--- config.mk ---
export PLATFORM = sky130hd
export DESIGN_NAME = bus_arbiter_flat
export DESIGN_NICKNAME = d
export VERILOG_FILES = /design/src/rtl/bus_arbiter_if.sv /design/src/rtl/bus_arbiter.sv /design/src/flat_wrapper.sv
export SDC_FILE = /design/constraint.sdc
export NUM_CORES = 1
export LEC_CHECK = 0
export ABC_AREA = 1
export CAP_MARGIN = 20
export CORE_AREA = 2 2 195 197
export DETAILED_ROUTE_END_ITERATION = 8
export DIE_AREA = 0 0 197 199
export PLACE_DENSITY = 0.6
export REMOVE_ABC_BUFFERS = 1
export SYNTH_ARGS = -nofsm -noshare
export SYNTH_HDL_FRONTEND = slang
export SYNTH_SLANG_ARGS = --single-unit
--- constraint.sdc ---
create_clock -name clk -period 4.65 [get_ports clk]
set_input_delay 0.93 -clock clk [delete_from_list [all_inputs] [get_ports clk]]
set_output_delay 0.93 -clock clk [all_outputs]
set_load 0.03 [all_outputs]
--- src/rtl/bus_arbiter_if.sv ---
// Bus bundle between three masters, the arbiter and the rom/ram slaves.
// master: the arbiter's own view; slave: the surrounding masters and slave devices.
interface bus_arbiter_if;
    logic        m0_req_i, m1_req_i, m2_req_i;
    logic        m0_we_i, m1_we_i, m2_we_i;
    logic [31:0] m0_addr_i, m1_addr_i, m2_addr_i;
    logic [31:0] m0_data_i, m1_data_i, m2_data_i;
    logic [31:0] m0_data_o, m1_data_o, m2_data_o;
    logic        m0_ack_o, m1_ack_o, m2_ack_o;
    logic        m0_err_o, m1_err_o, m2_err_o;
    logic        m0_stall_o, m1_stall_o, m2_stall_o;

    logic        s0_req_o, s1_req_o;
    logic        s0_we_o, s1_we_o;
    logic [31:0] s0_addr_o, s1_addr_o;
    logic [31:0] s0_data_o, s1_data_o;
    logic [31:0] s0_data_i, s1_data_i;
    logic        s0_ack_i, s1_ack_i;

    modport master (
        input  m0_req_i, m1_req_i, m2_req_i, m0_we_i, m1_we_i, m2_we_i,
        input  m0_addr_i, m1_addr_i, m2_addr_i, m0_data_i, m1_data_i, m2_data_i,
        output m0_data_o, m1_data_o, m2_data_o, m0_ack_o, m1_ack_o, m2_ack_o,
        output m0_err_o, m1_err_o, m2_err_o, m0_stall_o, m1_stall_o, m2_stall_o,
        output s0_req_o, s1_req_o, s0_we_o, s1_we_o,
        output s0_addr_o, s1_addr_o, s0_data_o, s1_data_o,
        input  s0_data_i, s1_data_i, s0_ack_i, s1_ack_i
    );

    modport slave (
        output m0_req_i, m1_req_i, m2_req_i, m0_we_i, m1_we_i, m2_we_i,
        output m0_addr_i, m1_addr_i, m2_addr_i, m0_data_i, m1_data_i, m2_data_i,
        input  m0_data_o, m1_data_o, m2_data_o, m0_ack_o, m1_ack_o, m2_ack_o,
        input  m0_err_o, m1_err_o, m2_err_o, m0_stall_o, m1_stall_o, m2_stall_o,
        input  s0_req_o, s1_req_o, s0_we_o, s1_we_o,
        input  s0_addr_o, s1_addr_o, s0_data_o, s1_data_o,
        output s0_data_i, s1_data_i, s0_ack_i, s1_ack_i
    );
endinterface

--- src/rtl/bus_arbiter.sv ---
// Three-master, two-slave bus arbiter: fixed priority m2 > m0 > m1 with an m1
// starvation guard, address decode on addr[31:28] and a slave-ack timeout.
module bus_arbiter #(
    parameter int TIMEOUT_CYCLES = 16,
    parameter int FAIR_LIMIT     = 4
) (
    input  logic          clk,
    input  logic          rst,
    bus_arbiter_if.master bus
);
    localparam int TW = $clog2(TIMEOUT_CYCLES + 1);
    localparam int FW = $clog2(FAIR_LIMIT + 1);

    typedef enum logic [1:0] {IDLE, BUSY, DONE} state_t;

    state_t        state, state_nxt;
    logic [2:0]    req, win, grant, ack;
    logic          win_we, we_r, err_r;
    logic [31:0]   win_addr, win_wdata, addr_r, wdata_r, rdata_r;
    logic [FW-1:0] fair_cnt;
    logic [TW-1:0] tmo_cnt;
    logic          busy, sel0, sel1, unmapped, ack_sel, timeout;

    assign req      = {bus.m2_req_i, bus.m1_req_i, bus.m0_req_i};
    assign busy     = (state == BUSY);
    assign sel0     = (addr_r[31:28] == 4'h0);
    assign sel1     = (addr_r[31:28] == 4'h1);
    assign unmapped = !sel0 && !sel1;
    // Slave acks only count while that slave is being strobed.
    assign ack_sel  = busy && ((sel0 && bus.s0_ack_i) || (sel1 && bus.s1_ack_i));
    assign timeout  = (tmo_cnt == TW'(TIMEOUT_CYCLES - 1));

    // m1 jumps ahead of m0 once m0 has been granted FAIR_LIMIT times in a row.
    always_comb begin
        win       = 3'b000;
        win_we    = 1'b0;
        win_addr  = '0;
        win_wdata = '0;
        if (req[2]) begin
            win = 3'b100; win_we = bus.m2_we_i; win_addr = bus.m2_addr_i; win_wdata = bus.m2_data_i;
        end else if (req[1] && (!req[0] || fair_cnt == FW'(FAIR_LIMIT))) begin
            win = 3'b010; win_we = bus.m1_we_i; win_addr = bus.m1_addr_i; win_wdata = bus.m1_data_i;
        end else if (req[0]) begin
            win = 3'b001; win_we = bus.m0_we_i; win_addr = bus.m0_addr_i; win_wdata = bus.m0_data_i;
        end
    end

    always_ff @(posedge clk or posedge rst) begin
        if (rst) state <= IDLE;
        else     state <= state_nxt;
    end

    always_comb begin
        state_nxt     = state;
        bus.s0_req_o  = 1'b0;
        bus.s0_we_o   = 1'b0;
        bus.s0_addr_o = '0;
        bus.s0_data_o = '0;
        bus.s1_req_o  = 1'b0;
        bus.s1_we_o   = 1'b0;
        bus.s1_addr_o = '0;
        bus.s1_data_o = '0;
        unique case (state)
            IDLE: if (|req) state_nxt = BUSY;
            BUSY: begin
                if (sel0) begin
                    bus.s0_req_o  = 1'b1;
                    bus.s0_we_o   = we_r;
                    bus.s0_addr_o = addr_r;
                    bus.s0_data_o = wdata_r;
                end
                if (sel1) begin
                    bus.s1_req_o  = 1'b1;
                    bus.s1_we_o   = we_r;
                    bus.s1_addr_o = addr_r;
                    bus.s1_data_o = wdata_r;
                end
                if (unmapped || ack_sel || timeout) state_nxt = DONE;
            end
            DONE:    state_nxt = IDLE;
            default: state_nxt = IDLE;
        endcase
    end

    always_ff @(posedge clk or posedge rst) begin
        if (rst) begin
            grant    <= '0;
            we_r     <= 1'b0;
            addr_r   <= '0;
            wdata_r  <= '0;
            rdata_r  <= '0;
            err_r    <= 1'b0;
            fair_cnt <= '0;
            tmo_cnt  <= '0;
        end else begin
            unique case (state)
                IDLE: if (|req) begin
                    grant   <= win;
                    we_r    <= win_we;
                    addr_r  <= win_addr;
                    wdata_r <= win_wdata;
                    tmo_cnt <= '0;
                    if (win[1])
                        fair_cnt <= '0;
                    else if (win[0])
                        fair_cnt <= !req[1] ? '0 :
                                    (fair_cnt == FW'(FAIR_LIMIT)) ? fair_cnt : fair_cnt + 1'b1;
                end
                BUSY: begin
                    tmo_cnt <= tmo_cnt + 1'b1;
                    if (ack_sel) begin
                        rdata_r <= we_r ? 32'h0 : (sel1 ? bus.s1_data_i : bus.s0_data_i);
                        err_r   <= 1'b0;
                    end else if (unmapped || timeout) begin
                        rdata_r <= '0;
                        err_r   <= 1'b1;
                    end
                end
                DONE:    grant <= '0;
                default: grant <= '0;
            endcase
        end
    end

    assign ack = (state == DONE) ? grant : 3'b000;

    assign bus.m0_ack_o   = ack[0];
    assign bus.m1_ack_o   = ack[1];
    assign bus.m2_ack_o   = ack[2];
    assign bus.m0_err_o   = ack[0] & err_r;
    assign bus.m1_err_o   = ack[1] & err_r;
    assign bus.m2_err_o   = ack[2] & err_r;
    assign bus.m0_data_o  = ack[0] ? rdata_r : 32'h0;
    assign bus.m1_data_o  = ack[1] ? rdata_r : 32'h0;
    assign bus.m2_data_o  = ack[2] ? rdata_r : 32'h0;
    assign bus.m0_stall_o = bus.m0_req_i & ~ack[0];
    assign bus.m1_stall_o = bus.m1_req_i & ~ack[1];
    assign bus.m2_stall_o = bus.m2_req_i & ~ack[2];
endmodule

--- src/flat_wrapper.sv ---
// flat-port wrapper written by rule: the top's interface ports become plain ports
module bus_arbiter_flat 
#(
    parameter int TIMEOUT_CYCLES = 16,
    parameter int FAIR_LIMIT     = 4
)
  (clk, rst, bus_m0_req_i, bus_m1_req_i, bus_m2_req_i, bus_m0_we_i, bus_m1_we_i, bus_m2_we_i, bus_m0_addr_i, bus_m1_addr_i, bus_m2_addr_i, bus_m0_data_i, bus_m1_data_i, bus_m2_data_i, bus_m0_data_o, bus_m1_data_o, bus_m2_data_o, bus_m0_ack_o, bus_m1_ack_o, bus_m2_ack_o, bus_m0_err_o, bus_m1_err_o, bus_m2_err_o, bus_m0_stall_o, bus_m1_stall_o, bus_m2_stall_o, bus_s0_req_o, bus_s1_req_o, bus_s0_we_o, bus_s1_we_o, bus_s0_addr_o, bus_s1_addr_o, bus_s0_data_o, bus_s1_data_o, bus_s0_data_i, bus_s1_data_i, bus_s0_ack_i, bus_s1_ack_i);
  bus_arbiter_if bus_i ();
  input  logic clk;
  input  logic rst;
  input wire logic [$bits(bus_i.m0_req_i)-1:0] bus_m0_req_i;
  input wire logic [$bits(bus_i.m1_req_i)-1:0] bus_m1_req_i;
  input wire logic [$bits(bus_i.m2_req_i)-1:0] bus_m2_req_i;
  input wire logic [$bits(bus_i.m0_we_i)-1:0] bus_m0_we_i;
  input wire logic [$bits(bus_i.m1_we_i)-1:0] bus_m1_we_i;
  input wire logic [$bits(bus_i.m2_we_i)-1:0] bus_m2_we_i;
  input wire logic [$bits(bus_i.m0_addr_i)-1:0] bus_m0_addr_i;
  input wire logic [$bits(bus_i.m1_addr_i)-1:0] bus_m1_addr_i;
  input wire logic [$bits(bus_i.m2_addr_i)-1:0] bus_m2_addr_i;
  input wire logic [$bits(bus_i.m0_data_i)-1:0] bus_m0_data_i;
  input wire logic [$bits(bus_i.m1_data_i)-1:0] bus_m1_data_i;
  input wire logic [$bits(bus_i.m2_data_i)-1:0] bus_m2_data_i;
  output wire logic [$bits(bus_i.m0_data_o)-1:0] bus_m0_data_o;
  output wire logic [$bits(bus_i.m1_data_o)-1:0] bus_m1_data_o;
  output wire logic [$bits(bus_i.m2_data_o)-1:0] bus_m2_data_o;
  output wire logic [$bits(bus_i.m0_ack_o)-1:0] bus_m0_ack_o;
  output wire logic [$bits(bus_i.m1_ack_o)-1:0] bus_m1_ack_o;
  output wire logic [$bits(bus_i.m2_ack_o)-1:0] bus_m2_ack_o;
  output wire logic [$bits(bus_i.m0_err_o)-1:0] bus_m0_err_o;
  output wire logic [$bits(bus_i.m1_err_o)-1:0] bus_m1_err_o;
  output wire logic [$bits(bus_i.m2_err_o)-1:0] bus_m2_err_o;
  output wire logic [$bits(bus_i.m0_stall_o)-1:0] bus_m0_stall_o;
  output wire logic [$bits(bus_i.m1_stall_o)-1:0] bus_m1_stall_o;
  output wire logic [$bits(bus_i.m2_stall_o)-1:0] bus_m2_stall_o;
  output wire logic [$bits(bus_i.s0_req_o)-1:0] bus_s0_req_o;
  output wire logic [$bits(bus_i.s1_req_o)-1:0] bus_s1_req_o;
  output wire logic [$bits(bus_i.s0_we_o)-1:0] bus_s0_we_o;
  output wire logic [$bits(bus_i.s1_we_o)-1:0] bus_s1_we_o;
  output wire logic [$bits(bus_i.s0_addr_o)-1:0] bus_s0_addr_o;
  output wire logic [$bits(bus_i.s1_addr_o)-1:0] bus_s1_addr_o;
  output wire logic [$bits(bus_i.s0_data_o)-1:0] bus_s0_data_o;
  output wire logic [$bits(bus_i.s1_data_o)-1:0] bus_s1_data_o;
  input wire logic [$bits(bus_i.s0_data_i)-1:0] bus_s0_data_i;
  input wire logic [$bits(bus_i.s1_data_i)-1:0] bus_s1_data_i;
  input wire logic [$bits(bus_i.s0_ack_i)-1:0] bus_s0_ack_i;
  input wire logic [$bits(bus_i.s1_ack_i)-1:0] bus_s1_ack_i;
  assign bus_i.m0_req_i = bus_m0_req_i;
  assign bus_i.m1_req_i = bus_m1_req_i;
  assign bus_i.m2_req_i = bus_m2_req_i;
  assign bus_i.m0_we_i = bus_m0_we_i;
  assign bus_i.m1_we_i = bus_m1_we_i;
  assign bus_i.m2_we_i = bus_m2_we_i;
  assign bus_i.m0_addr_i = bus_m0_addr_i;
  assign bus_i.m1_addr_i = bus_m1_addr_i;
  assign bus_i.m2_addr_i = bus_m2_addr_i;
  assign bus_i.m0_data_i = bus_m0_data_i;
  assign bus_i.m1_data_i = bus_m1_data_i;
  assign bus_i.m2_data_i = bus_m2_data_i;
  assign bus_m0_data_o = bus_i.m0_data_o;
  assign bus_m1_data_o = bus_i.m1_data_o;
  assign bus_m2_data_o = bus_i.m2_data_o;
  assign bus_m0_ack_o = bus_i.m0_ack_o;
  assign bus_m1_ack_o = bus_i.m1_ack_o;
  assign bus_m2_ack_o = bus_i.m2_ack_o;
  assign bus_m0_err_o = bus_i.m0_err_o;
  assign bus_m1_err_o = bus_i.m1_err_o;
  assign bus_m2_err_o = bus_i.m2_err_o;
  assign bus_m0_stall_o = bus_i.m0_stall_o;
  assign bus_m1_stall_o = bus_i.m1_stall_o;
  assign bus_m2_stall_o = bus_i.m2_stall_o;
  assign bus_s0_req_o = bus_i.s0_req_o;
  assign bus_s1_req_o = bus_i.s1_req_o;
  assign bus_s0_we_o = bus_i.s0_we_o;
  assign bus_s1_we_o = bus_i.s1_we_o;
  assign bus_s0_addr_o = bus_i.s0_addr_o;
  assign bus_s1_addr_o = bus_i.s1_addr_o;
  assign bus_s0_data_o = bus_i.s0_data_o;
  assign bus_s1_data_o = bus_i.s1_data_o;
  assign bus_i.s0_data_i = bus_s0_data_i;
  assign bus_i.s1_data_i = bus_s1_data_i;
  assign bus_i.s0_ack_i = bus_s0_ack_i;
  assign bus_i.s1_ack_i = bus_s1_ack_i;
  bus_arbiter #(.TIMEOUT_CYCLES(TIMEOUT_CYCLES), .FAIR_LIMIT(FAIR_LIMIT)) u_core (.clk(clk), .rst(rst), .bus(bus_i));
endmodule
==> run_1/m2.png <==
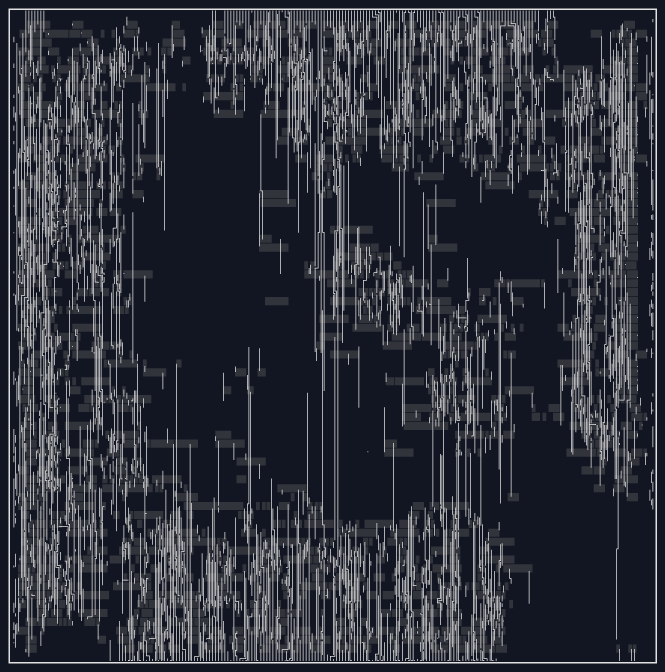
The layer carries 19300 µm of wire. 1559 nets have wire on it.
vias after detailed routing: 10100
grt met2 use: 0.342
final WL: 38600 µm

==> run_1/class_map.png <==
Scale bar: 50 µm.
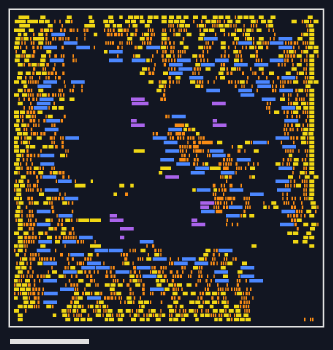
clock drivers and dummy loads: in purple, cells 16, share of their area 2.5%. sequential cells: in blue, cells 111, share of their area 21%. remaining buffers and delay cells: in yellow, cells 515, share of their area 39%. remaining logic cells: in orange, cells 1152, share of their area 37%.

==> run_1/placed.png <==
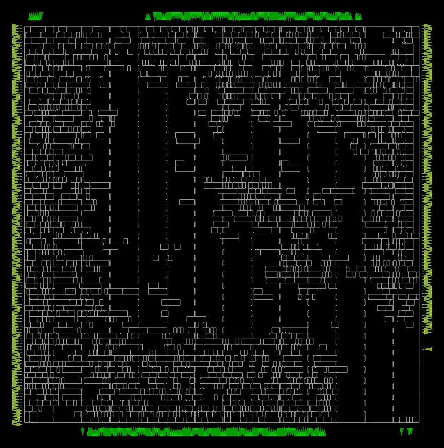
non-filler cells in the finished layout: 2268
fillcell total: 4002
CORE AREA: 0.0371 mm²
Rows: 71
seq_cells: 111

==> run_1/gates.png <==
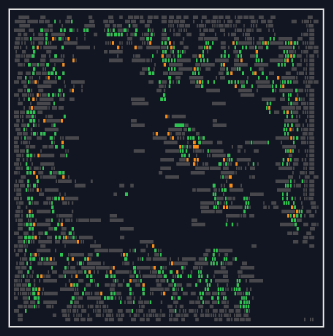
aoi and oai cells: in orange, cells 100, where all over the die. nand cells: in green, cells 489, where all over the die.
Commonest Layout Cell: clkdlybuf4s50_1
Comb area share: 0.288

run 1: through the flow:
step                utilization  setup WS (ns)  instance area [µm²]  hold slack (ns)  cells
global route              0.370          0.466                13700            0.503   2268
global placement          0.361           1.16                13400            0.455   2251
finish                    0.370          0.714                13700            0.477   2268
floorplan                     -          0.423                 7670            0.442   1263
CTS                       0.370          0.677                13700            0.480   2268
detailed placement        0.361           1.07                13400            0.460   2252
run 1: worst register-to-register path, cell delays in order, from the launching register on:
cell,delay (ns)
dfrtp_1,0.37
inv_1,0.07
ha_1,0.19
nand2_1,0.07
nand2_2,0.07
nand2_2,0.07
buf_4,0.66
nand3_1,0.30
nand3_1,0.13
o21ai_1,0.07
inv_1,0.05
run 1: cell type report:
class                           count  area, µm²  share of cell area
Clock inverter                      6       86.3             0.00629
Timing Repair Buffer              515       5120               0.373
Multi-Input combinational cell    897       3960               0.288
Inverter                          255        960              0.0699
Tap cell                          474        593              0.0432
Sequential cell                   111       2780               0.202
Clock buffer                       10        239              0.0174
run 1: flip-flops by register name, summed over array words and instances, names as in the netlist:
| register | cells |
|---|---|
| u_core.addr_r | 32 |
| u_core.rdata_r | 32 |
| u_core.wdata_r | 32 |
| u_core.tmo_cnt | 5 |
| u_core.fair_cnt | 3 |
| u_core.grant | 3 |
| u_core.state | 2 |
| u_core.err_r | 1 |
| u_core.we_r | 1 |
run 1: per-layer routing:
metal / GRT usage / vias up
met2: 0.342 / 399
met4: 0.0429 / 4
met1: 0.231 / 4636
li1: - / 4982
met3: 0.0453 / 35
met5: 0 / -
run 1: kinds of logic after synthesis:
group | count (synthesis) | share of synthesized area
compound gates | 100 | 0.0625
simple gates | 785 | 0.409
xor+xnor | 1 | 0.00107
flops | 111 | 0.340
other cells | 1 | 0.000459
buf+inv | 357 | 0.181
fa+ha+maj | 4 | 0.00613
==> impl_metrics.env, run 1 <==
# physical design summary
export IMPL_clk_pin_slew_worst_paths_ns=0.08
export IMPL_n_antenna_cell=0
export IMPL_io_pins=503
export IMPL_p_comb_uw=2540
export IMPL_cts_max_path_buffers=2
export IMPL_cp_cell_sequence="inv_1 -> nand2_2 -> inv_1 -> nand3_4 -> buf_4 -> nor2_1 -> clkdlybuf4s50_1"
export IMPL_syn_area_mm2=0.00817
export IMPL_crit_slowest_cell="clkdlybuf4s50_1"
export IMPL_grt_usage=0.191
export IMPL_setup_worst_path_start="u_core.state[1]"
export IMPL_drive_gt1_frac=0.0669
export IMPL_p_comb_frac=0.512
export IMPL_dpl_hpwl_um=28100
export IMPL_first_global_vias=9977
export IMPL_h_tree_depth=3
export IMPL_setup_tns_ns=0
export IMPL_p_seq_uw=1540
export IMPL_crit_path_max_fanout=35
export IMPL_seq_power_share=0.310
export IMPL_max_vdd_ir_drop_uv=275
export IMPL_netSwitchingPower_uw=2330
export IMPL_top_area_frac=0.340
export IMPL_ys_warn_count=0
export IMPL_yosys_cells=1359
export IMPL_period_used=0.846
export IMPL_synth_distinct_cells=25
export IMPL_outcome="finished clean"
export IMPL_hold_start="u_core.rdata_r[30]"
==> run_1/clock_wires.png <==
Scale bar: 50 µm.
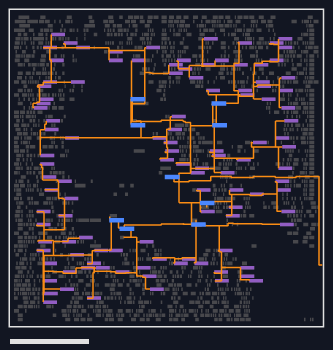

--- run 2 (diff from run 1) ---
==> constraint.sdc (replaced) <==
create_clock -name clk -period 3.8 [get_ports clk]
set_input_delay 0.76 -clock clk [delete_from_list [all_inputs] [get_ports clk]]
set_output_delay 0.76 -clock clk [all_outputs]
set_load 0.03 [all_outputs]
==> run_2/clock_wires.png <==
Scale bar: 50 µm.
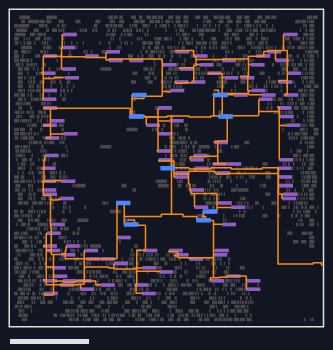
flip-flops: in purple, count 111. clock wires: in orange, length 1930 µm. clock-net drivers: in blue, count 9.
There are 10 routed clock nets.

==> run_2/placed.png <==
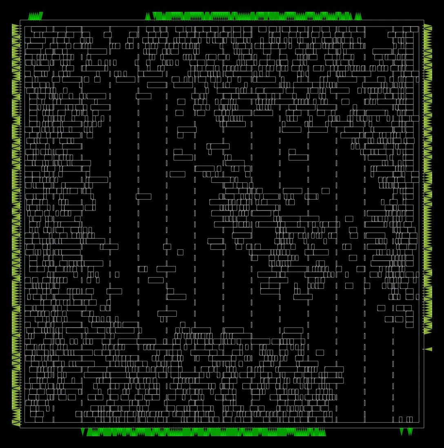
Well Taps: 474
Seq area share: 0.203

==> run 2 against run 1 <==
  * Non-clock buffer count grew 2
  * Combinational power grew 22%
  * Clock skew shrank 0.0068 ns
  * Worst hold slack lost 0.0013 ns
  * Design area shrank 0.19%
  * Sequential share of layout area is essentially flat
  * Power grew 20%
  * Core utilization shrank 0.071 points
  * Sequential power grew 23%
  * Clock power grew 9.9%
  * Critical endpoint is now bus_s0_addr_o[23]
==> impl_metrics.env, run 2 <==
# physical design summary
export IMPL_r2r_slack_ns=1.83
export IMPL_crit_required_ns=3.04
export IMPL_grt_busiest_layer="met2"
export IMPL_crit_path_max_fanout=46
export IMPL_ys_warn_count=0
export IMPL_period_used=0.906
export IMPL_r2r_cells=8
export IMPL_drive_gt1_frac=0.0791
export IMPL_totalWireLength_um=38100
export IMPL_core_area_mm2=0.0371
export IMPL_grtUsageMet3=0.0429
export IMPL_fin_util=0.369
export IMPL_outcome="finished clean"
export IMPL_synth_distinct_cells=25
export IMPL_detail_route_antenna_nets=0
export IMPL_clk_pin_slew_worst_paths_ns=0.08
export IMPL_postPlaceCellArea_mm2=0.0134
export IMPL_cp_cell_sequence="inv_1 -> nand2_2 -> inv_1 -> nand3_4 -> buf_12 -> nor2_1 -> clkdlybuf4s50_1"
export IMPL_yosys_cells=1359
export IMPL_gr_usage_met2=0.336
export IMPL_cts_max_path_buffers=2
export IMPL_design_area_mm2=0.0137
export IMPL_placed_cells=2254
export IMPL_setup_tns_ns=0
export IMPL_syn_area_mm2=0.00817
export IMPL_top_regs="u_core.addr_r (32), u_core.rdata_r (32), u_core.wdata_r (32)"
export IMPL_max_vdd_ir_drop_uv=221
export IMPL_finalWorstSetupSlack_ns=0.356
export IMPL_hold_ws_ns=0.475
export IMPL_grt_use_met1=0.229
export IMPL_num_rows=71
export IMPL_first_global_vias=10100
export IMPL_crit_slowest_cell="clkdlybuf4s50_1"
export IMPL_rsz0062_at_grt="no"
export IMPL_io_pins=503
export IMPL_dr_total_vias=10200
export IMPL_setup_worst_path_start="u_core.state[1]"
export IMPL_h_tree_depth=3
export IMPL_clk_latency_ns=0.36
export IMPL_top_area_frac=0.340
export IMPL_crit_buf_inv=4
export IMPL_layout_top_cell="clkdlybuf4s50_1"
export IMPL_wl_met3_um=2740
export IMPL_ys_flops=111
==> run_2/gates.png <==
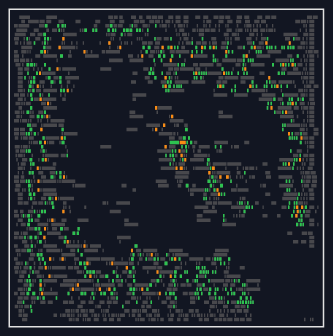
nand cells: in green, cells 489, where all over the die. aoi and oai cells: in orange, cells 100, where all over the die.
Comb area share: 0.289
non-filler cells in the finished layout: 2271

run 2: cell counts after synthesis:
Identical to the previous run, type by type.
run 2: cell families (layout without fill, tap and decap cells):
group                    Yosys count  after routing  share of synthesized area
flip-flops                       111            111                      0.340
buffers and inverters            357            788                      0.181
AND-OR/OR-AND                    100            100                     0.0625
other                              1              8                   0.000459
AND/OR/NAND/NOR                  785            785                      0.409
adder cells (fa/ha/maj)            4              4                    0.00613
XOR/XNOR                           1              1                    0.00107
run 2: worst min-delay path by stage:
stage | start | cells after the start | to | slack, ns
after CTS | u_core.rdata_r[6] | 2 | u_core.rdata_r[6] | 0.48
after detailed placement | u_core.rdata_r[10] | 2 | u_core.rdata_r[10] | 0.46
final | u_core.rdata_r[5] | 2 | u_core.rdata_r[5] | 0.48
after floorplan | u_core.err_r | 2 | u_core.err_r | 0.44
after global placement | u_core.rdata_r[14] | 2 | u_core.rdata_r[14] | 0.46
after global routing | u_core.rdata_r[19] | 2 | u_core.rdata_r[19] | 0.50
run 2: area by class of cell:
cell class                      instances  area, µm²
Multi-Input combinational cell        897       3960
Clock inverter                          6       55.1
Fill cell                            3993      23400
Timing Repair Buffer                  517       5130
Sequential cell                       111       2780
Tap cell                              474        593
Inverter                              255        960
Antenna cell                            1       2.50
Clock buffer                           10        229
run 2: worst reg2reg max path, stage by stage (launching register included):
cell and delay [ns]:
dfrtp_1 0.42, nor2_2 0.15, buf_4 0.37, nand3_1 0.12
nand2_1 0.13, inv_2 0.08, nor2_8 0.40, nand2_1 0.16
nand2_1 0.09
run 2: report_power, final:
group          internal [µW]  switching [µW]  leakage, µW
clock                    460             515     0.000133
sequential              1640             257      0.00137
combinational           1050            2050      0.00512
Power figures rest on the tool's default switching activity, not on a simulated workload.
